### config.mk
export PLATFORM = sky130hd
export DESIGN_NAME = fp_div_unit
export DESIGN_NICKNAME = d
export VERILOG_FILES = /design/src/rtl/fp_pkg.sv /design/src/rtl/fp32_classify.sv /design/src/rtl/fp_div_unit.sv
export SDC_FILE = /design/constraint.sdc
export NUM_CORES = 1
export LEC_CHECK = 0
export CAP_MARGIN = 20
export CORE_MARGIN = 1.5
export CORE_UTILIZATION = 40
export CTS_CLUSTER_DIAMETER = 200
export CTS_CLUSTER_SIZE = 28
export DETAILED_ROUTE_END_ITERATION = 10
export GPL_ROUTABILITY_DRIVEN = 0
export PLACE_DENSITY_LB_ADDON = 0.05
export SYNTH_ARGS = -nofsm -noshare
export SYNTH_HDL_FRONTEND = slang
export SYNTH_SLANG_ARGS = --single-unit
### constraint.sdc
create_clock -name clk -period 5 [get_ports clk]
set_clock_uncertainty 0.05 [all_clocks]
set_input_delay 1.5 -clock clk [delete_from_list [all_inputs] [get_ports clk]]
set_output_delay 1.5 -clock clk [all_outputs]
set_load 0.05 [all_outputs]
### src/rtl/fp_pkg.sv
// Shared binary32 definitions for the FP execute stage: field widths, flag
// positions, canonical NaN and the divider state encoding.
package fp_pkg;

    localparam int FP_EXP_W  = 8;
    localparam int FP_MANT_W = 23;
    localparam int FP_BIAS   = 127;

    localparam logic [31:0] FP_CANON_NAN = 32'h7FC00000;

    localparam int FLAG_NV = 4;
    localparam int FLAG_DZ = 3;
    localparam int FLAG_OF = 2;
    localparam int FLAG_UF = 1;
    localparam int FLAG_NX = 0;

    typedef enum logic [2:0] {
        IDLE,
        PREP,
        DIV,
        ROUND,
        DONE
    } fdiv_state_t;

    function automatic logic [31:0] fpInf(input logic sign);
        return {sign, 8'hFF, 23'h000000};
    endfunction

    function automatic logic [31:0] fpZero(input logic sign);
        return {sign, 31'h00000000};
    endfunction

endpackage

### src/rtl/fp32_classify.sv
// Combinational binary32 unpacker; subnormals (exponent 0) are reported as zero.
module fp32_classify
    import fp_pkg::*;
(
    input  logic [31:0]          data_i,
    output logic                 sign_o,
    output logic [FP_EXP_W-1:0]  exp_o,
    output logic [FP_MANT_W-1:0] mant_o,
    output logic                 is_zero_o,
    output logic                 is_inf_o,
    output logic                 is_nan_o,
    output logic                 is_snan_o
);

    logic expAllOnes;
    logic mantNonZero;

    assign sign_o      = data_i[31];
    assign exp_o       = data_i[30:23];
    assign mant_o      = data_i[22:0];

    assign expAllOnes  = (data_i[30:23] == 8'hFF);
    assign mantNonZero = (data_i[22:0] != 23'h0);

    assign is_zero_o   = (data_i[30:23] == 8'h00);
    assign is_inf_o    = expAllOnes && !mantNonZero;
    assign is_nan_o    = expAllOnes && mantNonZero;
    // A NaN with the quiet bit clear is signalling.
    assign is_snan_o   = expAllOnes && mantNonZero && !data_i[22];

endmodule

### src/rtl/fp_div_unit.sv
// Iterative FDIV.S: radix-2 restoring divider with round-to-nearest-even,
// special-case bypass and one-cycle writeback strobe.
module fp_div_unit
    import fp_pkg::*;
#(
    parameter int ITER = 25
) (
    input  logic        clk,
    input  logic        rst,
    input  logic        i_start,
    input  logic        i_flush,
    input  logic [31:0] i_frs1_data,
    input  logic [31:0] i_frs2_data,
    input  logic [4:0]  i_frd_index,
    output logic        o_busy,
    output logic        o_wb_en_f,
    output logic [31:0] o_wb_data,
    output logic [4:0]  o_frd_index,
    output logic [4:0]  o_fflags
);

    localparam int CNT_W = $clog2(ITER);

    fdiv_state_t state_q, state_d;

    logic [31:0]      opA_q, opA_d;
    logic [31:0]      opB_q, opB_d;
    logic [4:0]       idx_q, idx_d;
    logic             sign_q, sign_d;
    logic [9:0]       exp_q, exp_d;
    logic [23:0]      divisor_q, divisor_d;
    logic [25:0]      rem_q, rem_d;
    logic [ITER-1:0]  quot_q, quot_d;
    logic [CNT_W-1:0] cnt_q, cnt_d;
    logic [31:0]      wbData_q, wbData_d;
    logic [4:0]       wbIdx_q, wbIdx_d;
    logic [4:0]       flags_q, flags_d;

    logic                 aSign, bSign;
    logic [FP_EXP_W-1:0]  aExp, bExp;
    logic [FP_MANT_W-1:0] aMant, bMant;
    logic                 aZero, bZero, aInf, bInf, aNan, bNan, aSnan, bSnan;

    fp32_classify uClassA (
        .data_i    (opA_q),
        .sign_o    (aSign),
        .exp_o     (aExp),
        .mant_o    (aMant),
        .is_zero_o (aZero),
        .is_inf_o  (aInf),
        .is_nan_o  (aNan),
        .is_snan_o (aSnan)
    );

    fp32_classify uClassB (
        .data_i    (opB_q),
        .sign_o    (bSign),
        .exp_o     (bExp),
        .mant_o    (bMant),
        .is_zero_o (bZero),
        .is_inf_o  (bInf),
        .is_nan_o  (bNan),
        .is_snan_o (bSnan)
    );

    logic        resSign;
    logic [23:0] mantAFull, mantBFull;
    logic        needShift;
    logic [9:0]  expCalc;

    assign resSign   = aSign ^ bSign;
    assign mantAFull = {1'b1, aMant};
    assign mantBFull = {1'b1, bMant};
    // Pre-normalising the dividend keeps the first quotient bit at 1.
    assign needShift = (mantAFull < mantBFull);
    assign expCalc   = {2'b00, aExp} - {2'b00, bExp} + 10'(FP_BIAS) - {9'b0, needShift};

    logic        isSpecial;
    logic [31:0] specData;
    logic [4:0]  specFlags;

    always_comb begin
        isSpecial = 1'b1;
        specData  = FP_CANON_NAN;
        specFlags = '0;
        if (aNan || bNan) begin
            specFlags[FLAG_NV] = aSnan | bSnan;
        end else if ((aZero && bZero) || (aInf && bInf)) begin
            specFlags[FLAG_NV] = 1'b1;
        end else if (aInf) begin
            specData = fpInf(resSign);
        end else if (bZero) begin
            specData           = fpInf(resSign);
            specFlags[FLAG_DZ] = 1'b1;
        end else if (bInf || aZero) begin
            specData = fpZero(resSign);
        end else begin
            isSpecial = 1'b0;
        end
    end

    logic        guardBit, stickyBit, roundUp, inexact;
    logic [24:0] mantRnd;
    logic [22:0] fracRnd;
    logic [9:0]  expRnd;
    logic [31:0] roundData;
    logic [4:0]  roundFlags;

    always_comb begin
        guardBit   = quot_q[0];
        stickyBit  = (rem_q != 26'd0);
        roundUp    = guardBit & (stickyBit | quot_q[1]);
        inexact    = guardBit | stickyBit;
        mantRnd    = {1'b0, quot_q[ITER-1:1]} + {24'b0, roundUp};
        fracRnd    = mantRnd[24] ? mantRnd[23:1] : mantRnd[22:0];
        expRnd     = exp_q + {9'b0, mantRnd[24]};
        roundData  = {sign_q, expRnd[7:0], fracRnd};
        roundFlags = '0;
        roundFlags[FLAG_NX] = inexact;
        if ($signed(expRnd) >= 10'sd255) begin
            roundData           = fpInf(sign_q);
            roundFlags[FLAG_OF] = 1'b1;
            roundFlags[FLAG_NX] = 1'b1;
        end else if ($signed(expRnd) <= 10'sd0) begin
            roundData           = fpZero(sign_q);
            roundFlags[FLAG_UF] = 1'b1;
            roundFlags[FLAG_NX] = 1'b1;
        end
    end

    always_comb begin
        state_d   = state_q;
        opA_d     = opA_q;
        opB_d     = opB_q;
        idx_d     = idx_q;
        sign_d    = sign_q;
        exp_d     = exp_q;
        divisor_d = divisor_q;
        rem_d     = rem_q;
        quot_d    = quot_q;
        cnt_d     = cnt_q;
        wbData_d  = wbData_q;
        wbIdx_d   = wbIdx_q;
        flags_d   = flags_q;

        case (state_q)
            IDLE: begin
                if (i_start && !i_flush) begin
                    opA_d   = i_frs1_data;
                    opB_d   = i_frs2_data;
                    idx_d   = i_frd_index;
                    state_d = PREP;
                end
            end
            PREP: begin
                sign_d    = resSign;
                exp_d     = expCalc;
                divisor_d = mantBFull;
                rem_d     = needShift ? {1'b0, mantAFull, 1'b0} : {2'b00, mantAFull};
                quot_d    = '0;
                cnt_d     = '0;
                if (isSpecial) begin
                    wbData_d = specData;
                    flags_d  = specFlags;
                    wbIdx_d  = idx_q;
                    state_d  = DONE;
                end else begin
                    state_d = DIV;
                end
            end
            DIV: begin
                if (rem_q >= {2'b00, divisor_q}) begin
                    rem_d  = (rem_q - {2'b00, divisor_q}) << 1;
                    quot_d = {quot_q[ITER-2:0], 1'b1};
                end else begin
                    rem_d  = rem_q << 1;
                    quot_d = {quot_q[ITER-2:0], 1'b0};
                end
                if (cnt_q == CNT_W'(ITER - 1)) begin
                    cnt_d   = '0;
                    state_d = ROUND;
                end else begin
                    cnt_d = cnt_q + CNT_W'(1);
                end
            end
            ROUND: begin
                wbData_d = roundData;
                flags_d  = roundFlags;
                wbIdx_d  = idx_q;
                state_d  = DONE;
            end
            DONE: begin
                state_d = IDLE;
            end
            default: begin
                state_d = IDLE;
            end
        endcase

        // A squash abandons the operation and leaves the last result visible.
        if (i_flush && (state_q != IDLE)) begin
            state_d  = IDLE;
            cnt_d    = '0;
            wbData_d = wbData_q;
            wbIdx_d  = wbIdx_q;
            flags_d  = flags_q;
        end
    end

    always_ff @(posedge clk) begin
        if (rst) begin
            state_q   <= IDLE;
            opA_q     <= '0;
            opB_q     <= '0;
            idx_q     <= '0;
            sign_q    <= 1'b0;
            exp_q     <= '0;
            divisor_q <= '0;
            rem_q     <= '0;
            quot_q    <= '0;
            cnt_q     <= '0;
            wbData_q  <= '0;
            wbIdx_q   <= '0;
            flags_q   <= '0;
        end else begin
            state_q   <= state_d;
            opA_q     <= opA_d;
            opB_q     <= opB_d;
            idx_q     <= idx_d;
            sign_q    <= sign_d;
            exp_q     <= exp_d;
            divisor_q <= divisor_d;
            rem_q     <= rem_d;
            quot_q    <= quot_d;
            cnt_q     <= cnt_d;
            wbData_q  <= wbData_d;
            wbIdx_q   <= wbIdx_d;
            flags_q   <= flags_d;
        end
    end

    assign o_busy      = (state_q != IDLE);
    assign o_wb_en_f   = (state_q == DONE);
    assign o_wb_data   = wbData_q;
    assign o_frd_index = wbIdx_q;
    assign o_fflags    = flags_q;

endmodule

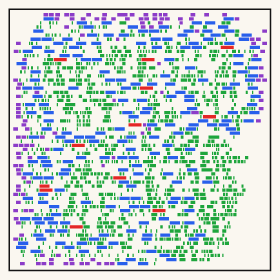
(images/class_map.png)
(1.5 px per um)
Purple shows remaining buffers and delay cells, cells 128. Red shows clock drivers and dummy loads, cells 12. Green shows remaining logic cells, cells 1,198. Blue shows registers, cells 205.

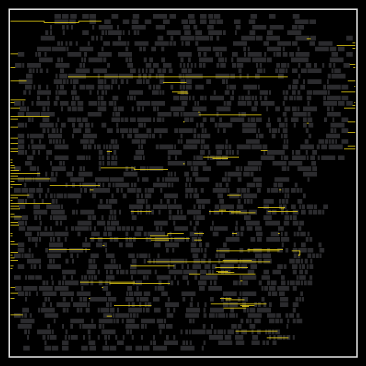
(images/m3.png)
(2 px per um) Cells faint in the background.
The longest straight run is 110 um. 109 nets have wire on it. The wires run mostly horizontal. The layer holds 3.6% of the routed length.
drt total wl: 31,500 um
total number of vias: 10,301
grt met3 use: 2.18%

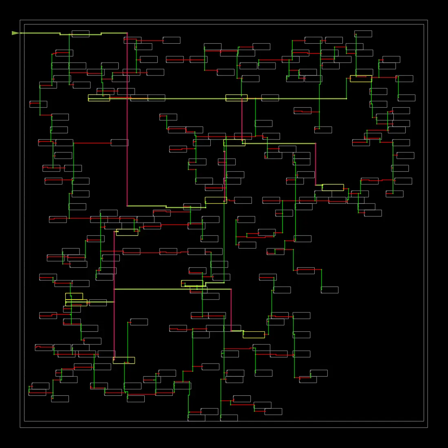
(images/clock_nets.png)
power in the clock group: 0.954 mW
total CTS buffers: 11

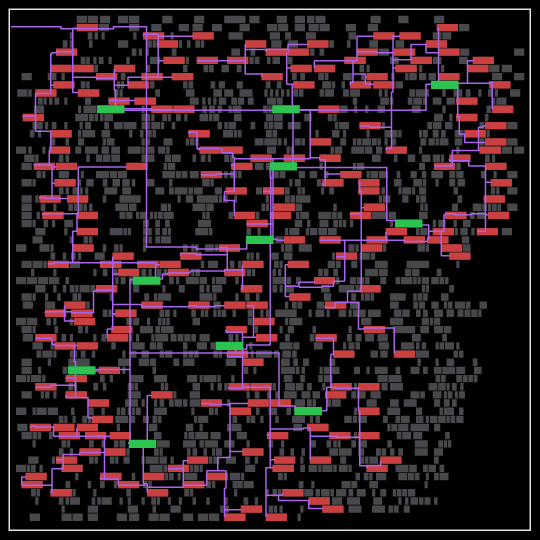
(images/clock_wires.png)
(3 px per um)
Red shows flip-flops, count 205. Green shows clock-net drivers, count 11. Purple shows clock wires, length 2,480 um.
Position of the flops: widely spread.

==> run summary <==
Flow results.

- The flow ran to the end, and the final reports show no timing, DRC or antenna violations.
- For the worst-skew pair, the clock arrives at the later sink with an insertion delay of 470 ps.
- For reference, the critical path is launched at quot_q[0].
- The synthesized-area fraction occupied by adder cells is 7.76%.
- The cell depth of the worst flop-to-flop path is 17.
- In this run the remaining antenna-violating nets after routing total 0.
- Summed over all layers, the global routing overflow is 0.
- The placeable core region is around 29,000 um2.
- The cell area after synthesis is around 12,000 um2.
- The signal on the critical path passes through and2_1 > ha_1 > inv_1 > nor2_1 > nand2_1 > or3_1 > inv_1 > ha_1 > ha_1 > nand3_1 > nor2_1 > or3_1 > a211oi_1 > a211oi_2 > nand2_1 > nor2_1 > a22o_1.
- The via count of the first global-routing pass is 9,472.
- nand2_1 is the most common cell in the netlist.
- The total of max-cap violations is 0.
- The predominant post-synthesis flop cell is dfxtp_1.
- After the last flow step, the layout net total stands at about 1,700.
- According to the Yosys statistics, the synthesized design has a chip area of 11,600 um2.
- The parity-gate share of the synthesized area counting xor and xnor cells is between 4 and 5%.
- In this run the static leakage power is around 4.9 nW.
- The chip area is 30,000 um2.
- The worst setup path is launched from a register.
- The portion of the post-synthesis area used by sequential elements is 35.4%.
- Per the CTS log, the root buffer master is clkbuf_16.
- During synthesis, Yosys emitted a total of 0 warnings.
- The delay contributed by the slowest stage of the critical path is 520 ps.
- In this run, the number of DRC markers left after iteration 0 of detailed routing was 643.
- The worst-case reg-to-reg setup slack stands at 640 ps.
- The critical path start-end classification is reg -> reg.
- Per the detail_route report, routed wire per instance is 16.3 um.
- The type recorded for the worst min-delay path is reg -> reg.
- The count of TritonRoute iterations in the first routing pass is 5.
- The total combinational power is about 1.4 mW.
- In the CTS report, the clock slew at the register clock pins of the worst setup and hold paths is listed as 110 ps.
- The first global-routing pass estimated 51,300 um of wire.
- The total half-perimeter wirelength after legalization and detailed placement is 23,500 um.
- Warnings raised by the tools during the run amount to 27.
- The detailed-route vias per instance is 5.35.
- OpenSTA lists the critical path endpoint as o_wb_data[20].
- The combinational family with the most area after synthesis is simple AND/OR/NAND/NOR gates.
- The endpoint of the most critical register-to-register path is o_wb_data[20].
- The CTS tree is yes.
- The clock network accounts for 23.2% of the total power.
- STA classifies the critical path endpoint as a register.
- The top-level port count is 117.
- The total net switching power is around 1.4 mW.
- The synthesized area divided by synthesized cell count is 7.80 um2.
- The number of antenna violations at the first check in global routing is 0.
- The share of cell area taken by muxes after synthesis is 3.13%.
- The achievable frequency is 229 MHz.
- After synthesis, the largest area contributor takes up 35.4% of total cell area.
- The count of hold buffers inserted by post-cts repair is 0.
- In this run the number of H-tree levels came out at 1.
- Looking at the max-slew report, the worst-margin pin has a slew of approximately 830 ps.
- Of the cells placed in the final design, the portion with a size suffix greater than 1 is 3.82%.
- The flip-flop and latch count after synthesis is 205.
- The final layout reports a setup TNS of 0 ps.
- The required time reported for the critical path endpoint is 5370 ps.
- Yosys mapped a number of flops with a built-in enable equal to 0.
- In this run the vertical extent of the chip is 173 um.
- The count of cells resized by post-cts repair is 0.
- During placement, the flow inserted port buffers numbering ~120.
- The worst register-to-register path begins at quot_q[0].
- Per the detail_route report, DRC violations left total 0.
- The number of slew-limit violations in the final report is 0.
- The relative max-transition margin is 44.6%.
- The STA report counts the stages on the worst setup path as 17.
- Counting instances in the post-synthesis netlist gives the leading cell types as 307 x nand2_1, 205 x dfxtp_1, 165 x a21oi_1.
- The largest net degree at the start of global routing is approximately 76.
- Internal power comes to 2.69 mW.
- The final period utilization is slightly below 90%.
- 0 antenna diodes ended up in the layout.
- Synthesis produced around 1,500 cells.
- After layout, the worst setup slack is 642 ps.
- The row count is 62.
- Per the synthesis report, the AND-OR/OR-AND share of the synthesized area is between 20% and 30%.
- The endpoint of the worst hold path is reported as o_frd_index[3].
- The launch point of the worst min-delay path is recorded as idx_q[3].
- In this run the VDD rail shows a maximum IR drop of 0.159 mV.
- Looking at the power breakdown, sequential logic takes a little over two fifths of the total.
- In this run, the synthesized area fraction spent on and/or/nand/nor cells is recorded as 21.9%.
- The biggest power consumer among the groups is sequential cells.
- Of the total power, combinational logic draws between 30% and 40%.
- The total setup violations reported at the end of the flow is 0.
[cell type report]
type | instances | area [um2]
clock inverters | 1 | 20.0
well taps | 384 | 480
multi-input cells | 1125 | 6820
clock buffers | 11 | 275
repair buffers | 128 | 1270
inverters | 73 | 274
fillers | 2907 | 15400
flip-flops and latches | 205 | 4100
[registers in the layout (all words and copies together) (netlist names)]
name and cells:
o_wb_data 32, opA_q 32, opB_q 32, rem_q 26
quot_q 25, divisor_q 24, exp_q 10, cnt_q 5
idx_q 5, o_fflags 5, o_frd_index 5, state_q 3
sign_q 1
[cells by family (layout without fill, tap and decap cells)]
kind of cell	Yosys count	count (layout)
AOI/OAI and AO/OA	394	394
xor gates and xnor gates	56	56
adders and majority gates	70	70
buffers and inverters	156	213
DFF	205	205
muxes	36	36
and+or+nand+nor	569	569
[metrics by stage]
step	power, mW	hold WS, ps	instance area (um2)	utilization [%]	cells
after floorplan	2.87	382	11600	-	1486
after global placement	3.20	387	12900	45.2	1914
after detailed placement	3.19	393	12900	45.2	1915
after CTS	4.16	410	13200	46.3	1927
after global routing	4.37	425	13200	46.3	1927
final	4.11	407	13200	46.3	1927
[layer usage]
layer / part of all wire, % / track usage, % / routed length [um]
met1: 53 / 31.6 / 16700
met2: 43 / 31.6 / 13400
met3: 3.6 / 2.18 / 1130
met4: 0.91 / 3.37 / 286
met5: 0 / 0 / 0
[cell usage in the layout, fill, tap and decap left out, types with 18 or more instances in the layout]
cell             count
dfxtp_1            205
xnor2_1             34
inv_1               73
nor2_1              94
a22oi_1             27
ha_1                67
a21oi_1            165
nor3_1              20
mux2i_1             34
nand4_1             18
clkdlybuf4s50_1    115
o21ai_0             70
xor2_1              22
nor4_1              22
nand3_1             37
nand2_1            307
Power and IR drop assume default switching activity.
